$ cat config.mk
export PLATFORM = sky130hd
export DESIGN_NAME = feistel_encrypt_flat
export DESIGN_NICKNAME = d
export VERILOG_FILES = /design/src/rtl/feistel_pkg.sv /design/src/rtl/feistel_encrypt_if.sv /design/src/rtl/feistel_encrypt_round.sv /design/src/rtl/feistel_encrypt.sv /design/src/flat_wrapper.sv
export SDC_FILE = /design/constraint.sdc
export NUM_CORES = 1
export LEC_CHECK = 0
export ABC_AREA = 1
export CAP_MARGIN = 20
export CORE_ASPECT_RATIO = 0.6
export CORE_MARGIN = 2
export CORE_UTILIZATION = 40
export CTS_CLUSTER_DIAMETER = 100
export DETAILED_ROUTE_END_ITERATION = 6
export PLACE_DENSITY = 0.7
export SYNTH_ARGS = -nofsm -noshare
export SYNTH_HDL_FRONTEND = slang
export SYNTH_SLANG_ARGS = --single-unit
$ cat constraint.sdc
create_clock -name clk -period 2.35 [get_ports clk]
set_input_delay 0.3525 -clock clk [delete_from_list [all_inputs] [get_ports clk]]
set_output_delay 0.3525 -clock clk [all_outputs]
set_load 0.05 [all_outputs]
$ cat src/rtl/feistel_pkg.sv
// rtl/feistel_pkg.sv - shared Feistel state encoding, default sizes and round-index width
package feistel_pkg;

    typedef enum logic [1:0] {
        IDLE,
        RUN,
        DONE
    } state_e;

    localparam int DEF_DATAW   = 16;
    localparam int DEF_NROUNDS = 8;

    // A single-round cipher still needs a one-bit index port.
    function automatic int rnd_width(input int n);
        return (n <= 1) ? 1 : $clog2(n);
    endfunction

endpackage

$ cat src/rtl/feistel_encrypt_if.sv
// rtl/feistel_encrypt_if.sv - plaintext, round-key and ciphertext handshake bundle
interface feistel_encrypt_if #(
    parameter int DATAW = 16,
    parameter int RNDW  = 3
);
    logic             in_valid;
    logic             in_ready;
    logic [DATAW-1:0] pt_l;
    logic [DATAW-1:0] pt_r;
    logic [RNDW-1:0]  rkey_idx;
    logic [DATAW-1:0] rkey;
    logic             out_valid;
    logic             out_ready;
    logic [DATAW-1:0] ct_l;
    logic [DATAW-1:0] ct_r;
    logic             busy;

    modport master (
        output in_valid, pt_l, pt_r, rkey, out_ready,
        input  in_ready, rkey_idx, out_valid, ct_l, ct_r, busy
    );

    modport slave (
        input  in_valid, pt_l, pt_r, rkey, out_ready,
        output in_ready, rkey_idx, out_valid, ct_l, ct_r, busy
    );
endinterface

$ cat src/rtl/feistel_encrypt_round.sv
// rtl/feistel_encrypt_round.sv - shared round function o = r ^ F(l, c), F = (rotl(l,5) + c) ^ (l >> 1)
module round #(
    parameter int DATAW = 16
) (
    input  logic [DATAW-1:0] l_i,
    input  logic [DATAW-1:0] r_i,
    input  logic [DATAW-1:0] c_i,
    output logic [DATAW-1:0] o_o
);
    logic [DATAW-1:0] rot;
    logic [DATAW-1:0] f_val;

    assign rot   = {l_i[DATAW-6:0], l_i[DATAW-1:DATAW-5]};
    assign f_val = (rot + c_i) ^ (l_i >> 1);
    assign o_o   = r_i ^ f_val;
endmodule

$ cat src/rtl/feistel_encrypt.sv
// rtl/feistel_encrypt.sv - iterative Feistel encryptor, one round per clock, keys k0..k(N-1)
module feistel_encrypt
    import feistel_pkg::*;
#(
    parameter int DATAW   = DEF_DATAW,
    parameter int NROUNDS = DEF_NROUNDS,
    parameter int RNDW    = rnd_width(NROUNDS)
) (
    input logic              clk,
    input logic              reset,
    feistel_encrypt_if.slave bus
);
    localparam logic [RNDW-1:0] LAST_RND = RNDW'(NROUNDS - 1);

    state_e           state_q, state_d;
    logic [DATAW-1:0] l_q, l_d;
    logic [DATAW-1:0] r_q, r_d;
    logic [RNDW-1:0]  rnd_q, rnd_d;
    logic [DATAW-1:0] round_out;

    round #(.DATAW(DATAW)) u_round (
        .l_i (r_q),
        .r_i (l_q),
        .c_i (bus.rkey),
        .o_o (round_out)
    );

    always_ff @(posedge clk) begin
        if (reset) begin
            state_q <= IDLE;
            l_q     <= '0;
            r_q     <= '0;
            rnd_q   <= '0;
        end else begin
            state_q <= state_d;
            l_q     <= l_d;
            r_q     <= r_d;
            rnd_q   <= rnd_d;
        end
    end

    always_comb begin
        state_d = state_q;
        l_d     = l_q;
        r_d     = r_q;
        rnd_d   = rnd_q;
        unique case (state_q)
            IDLE: begin
                if (bus.in_valid) begin
                    l_d     = bus.pt_l;
                    r_d     = bus.pt_r;
                    rnd_d   = '0;
                    state_d = RUN;
                end
            end
            RUN: begin
                l_d = r_q;
                r_d = round_out;
                if (rnd_q == LAST_RND) begin
                    rnd_d   = '0;
                    state_d = DONE;
                end else begin
                    rnd_d = rnd_q + RNDW'(1);
                end
            end
            DONE: begin
                // Consuming the ciphertext and loading the next block share one edge.
                if (bus.out_ready) begin
                    if (bus.in_valid) begin
                        l_d     = bus.pt_l;
                        r_d     = bus.pt_r;
                        rnd_d   = '0;
                        state_d = RUN;
                    end else begin
                        state_d = IDLE;
                    end
                end
            end
            default: state_d = IDLE;
        endcase
    end

    assign bus.in_ready  = (state_q == IDLE) || ((state_q == DONE) && bus.out_ready);
    assign bus.out_valid = (state_q == DONE);
    assign bus.busy      = (state_q == RUN);
    assign bus.rkey_idx  = (state_q == RUN) ? rnd_q : '0;
    assign bus.ct_l      = l_q;
    assign bus.ct_r      = r_q;

endmodule
$ cat src/flat_wrapper.sv
// flat-port wrapper written by rule: the top's interface ports become plain ports
module feistel_encrypt_flat import feistel_pkg::*;
#(
    parameter int DATAW   = DEF_DATAW,
    parameter int NROUNDS = DEF_NROUNDS,
    parameter int RNDW    = rnd_width(NROUNDS)
)
  (clk, reset, bus_in_valid, bus_pt_l, bus_pt_r, bus_rkey, bus_out_ready, bus_in_ready, bus_rkey_idx, bus_out_valid, bus_ct_l, bus_ct_r, bus_busy);
  feistel_encrypt_if #(.DATAW(DATAW), .RNDW(RNDW)) bus_i ();
  input logic clk;
  input logic reset;
  input wire logic [$bits(bus_i.in_valid)-1:0] bus_in_valid;
  input wire logic [$bits(bus_i.pt_l)-1:0] bus_pt_l;
  input wire logic [$bits(bus_i.pt_r)-1:0] bus_pt_r;
  input wire logic [$bits(bus_i.rkey)-1:0] bus_rkey;
  input wire logic [$bits(bus_i.out_ready)-1:0] bus_out_ready;
  output wire logic [$bits(bus_i.in_ready)-1:0] bus_in_ready;
  output wire logic [$bits(bus_i.rkey_idx)-1:0] bus_rkey_idx;
  output wire logic [$bits(bus_i.out_valid)-1:0] bus_out_valid;
  output wire logic [$bits(bus_i.ct_l)-1:0] bus_ct_l;
  output wire logic [$bits(bus_i.ct_r)-1:0] bus_ct_r;
  output wire logic [$bits(bus_i.busy)-1:0] bus_busy;
  assign bus_i.in_valid = bus_in_valid;
  assign bus_i.pt_l = bus_pt_l;
  assign bus_i.pt_r = bus_pt_r;
  assign bus_i.rkey = bus_rkey;
  assign bus_i.out_ready = bus_out_ready;
  assign bus_in_ready = bus_i.in_ready;
  assign bus_rkey_idx = bus_i.rkey_idx;
  assign bus_out_valid = bus_i.out_valid;
  assign bus_ct_l = bus_i.ct_l;
  assign bus_ct_r = bus_i.ct_r;
  assign bus_busy = bus_i.busy;
  feistel_encrypt #(.DATAW(DATAW), .NROUNDS(NROUNDS), .RNDW(RNDW)) u_core (.clk(clk), .reset(reset), .bus(bus_i));
endmodule
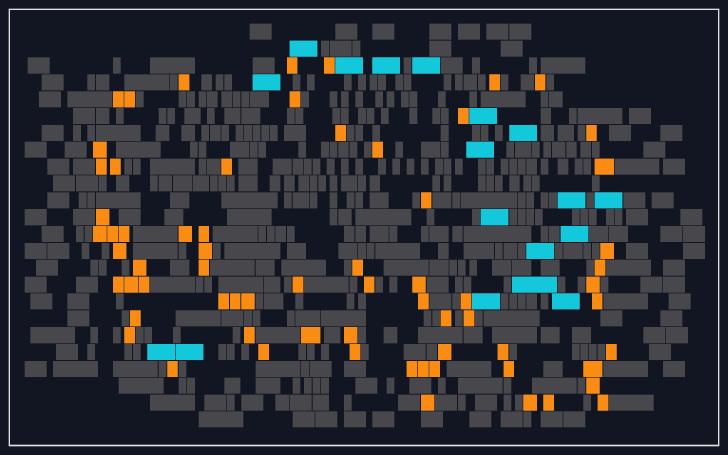
**Above:** gate-type map.
fa/ha/maj cells -> cyan  # cells 18
aoi and oai cells -> orange  # cells 67, where spread over the die
Non-Filler Instances: 644
Comb area share: 46.2%
Top cell excl fill/tap: nand2_1

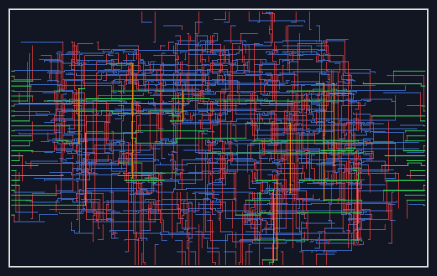
**Above:** signal wires by layer.
M1 -> blue  # wire length 4490 um
M4 -> orange  # wire length 205 um
M2 -> red  # wire length 3830 um
M3 -> green  # wire length 878 um
DR WL/cell: 14.6 um
All-Layer GR Usage: 23.8%
vias: 3318
Routed WL: 9400 um

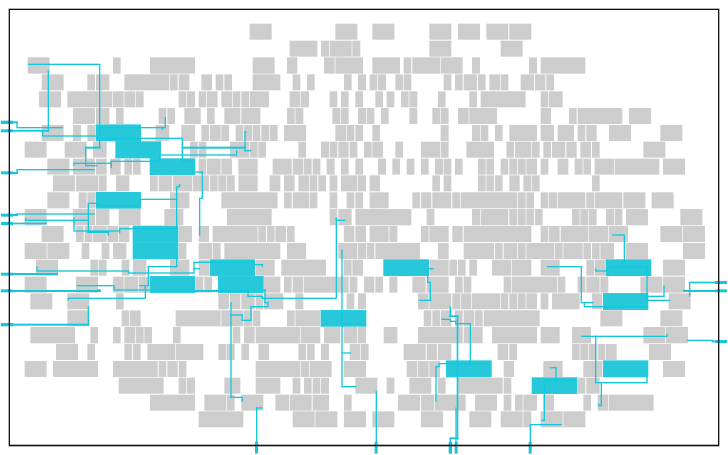
**Above:** nets reached from selected ports.
bus_ct_l -> cyan  # bits 16, direction output, end cells 16, buffers 16, wire 678 um
I/O Pins: 90
number of port buffers: 89

==> results.ini <==
[outcome]
status = finished clean

[hold_path]
min_from = u_core.rnd_q[2]

[cells_and_area]
num-nonclk-inverters = 52
seq_area_share_pct = 18.1
clock_cell_area_share_pct = 4.22
n_all_buffers = 95
fin_area_um2 = 4090
area_growth_pct = 40.1

[sta]
drv_slew = 0
setup_violations = 0
tightest_slew_ns = 0.528
fin_ws_ns = 0.286

[grt]
antenna_found_initial = 0
use_met1_pct = 33.8
grt_max_degree = 50
gr-total-overflow = 0

[yosys]
ys_seq_share_pct = 25.4
netlist_area_um2 = 2920
yosys-top-cells-area = dfxtp_1 (25%), nand2_1 (21%), ha_1 (7.3%)
top_area_share_pct = 25.4

[placed_design]
place_ws_ns = 0.0775
gp_congestion = 0.946
detailed_place_hpwl_um = 7170

[power_and_ir_drop]
power.share.sequential_pct = 28.1
peakVddDrop_uv = 344
power_density_nw_per_um2 = 692
power.group.top = combinational cells

[floorplanning]
chip_area_um2 = 8020

[detailed_routing]
route.met3.wl_um = 877
met1_length_um = 4490

[critical_path]
reg2reg_setup_slack_ns = 0.39
setup.worst_path.end_class = output port
startpoint_type = register

[job]
max_cap_violations = 0

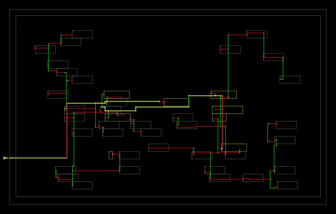
**Above:** clock routing.
Clock net power: 0.799 mW
# clk buffers: 7
worst skew pair latency: 0.28 ns

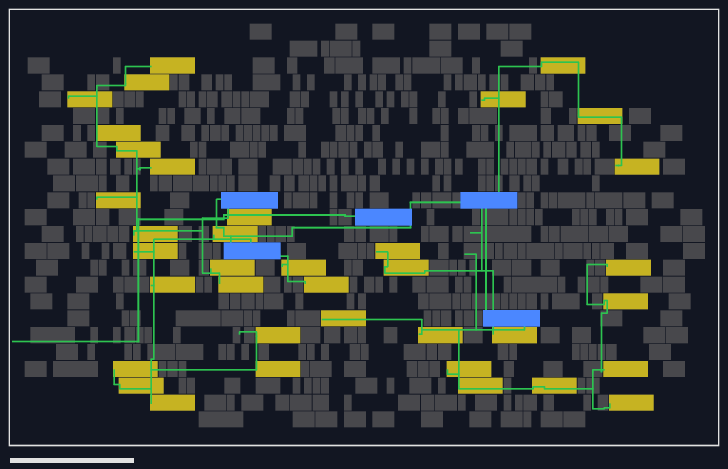
**Above:** clock network drawn from the DEF.
The bar under the picture is 20 um long.
clock wires -> green  # length 583 um
clock-net drivers -> blue  # count 5
flip-flops -> yellow  # count 37
flops lie = spread over the die
Clock Power Share: 28.3%
Worst Skew: 0.00685 ns

[state kept, by name, indices dropped and copies added, names as in the netlist]
name / flops
u_core.bus.ct_r: 16
u_core.rnd_q: 3
u_core.state_q: 2
u_core.bus.ct_l: 16
[Yosys cell counts, drive strengths merged]
| cell | n |
|---|---|
| or2 | 4 |
| nand3b | 4 |
| a31oi | 17 |
| a21oi | 30 |
| buf | 9 |
| fa | 1 |
| ha | 17 |
| clkbuf | 7 |
| nand2 | 165 |
| nand3 | 21 |
| o221ai | 1 |
| dfxtp | 37 |
| nand4 | 1 |
| xnor2 | 16 |
| nand2b | 1 |
| nor2 | 46 |
| o21ai | 19 |
| nor3 | 4 |
| xor2 | 14 |
| inv | 52 |
[worst max-delay path, cell delays in order, from the launching register on]
cell             delay [ns]
dfxtp_1                0.43
buf_4                  0.19
clkdlybuf4s50_1        0.81
[worst max-delay path by stage]
stage | startpoint | end | slack, ns
CTS | u_core.bus.ct_r[11] | bus_ct_r[11] | 0.30
floorplan | u_core.bus.ct_r[11] | u_core.bus.ct_r[12] | 0.22
detailed placement | bus_rkey[0] | u_core.bus.ct_r[12] | 0.08
finish | u_core.bus.ct_r[11] | bus_ct_r[11] | 0.29
global placement | bus_rkey[0] | u_core.bus.ct_r[12] | 0.1
global route | bus_rkey[0] | u_core.bus.ct_r[10] | 0.14
[cell families after synthesis]
kind of cell | after synthesis | synth area share, %
AND-OR/OR-AND | 67 | 12.6
XOR/XNOR | 30 | 9.01
adder cells (fa/ha/maj) | 18 | 7.98
buffers and inverters | 68 | 9.82
flip-flops | 37 | 25.4
AND/OR/NAND/NOR | 246 | 35.2
Power is estimated from default activity; no workload was simulated.
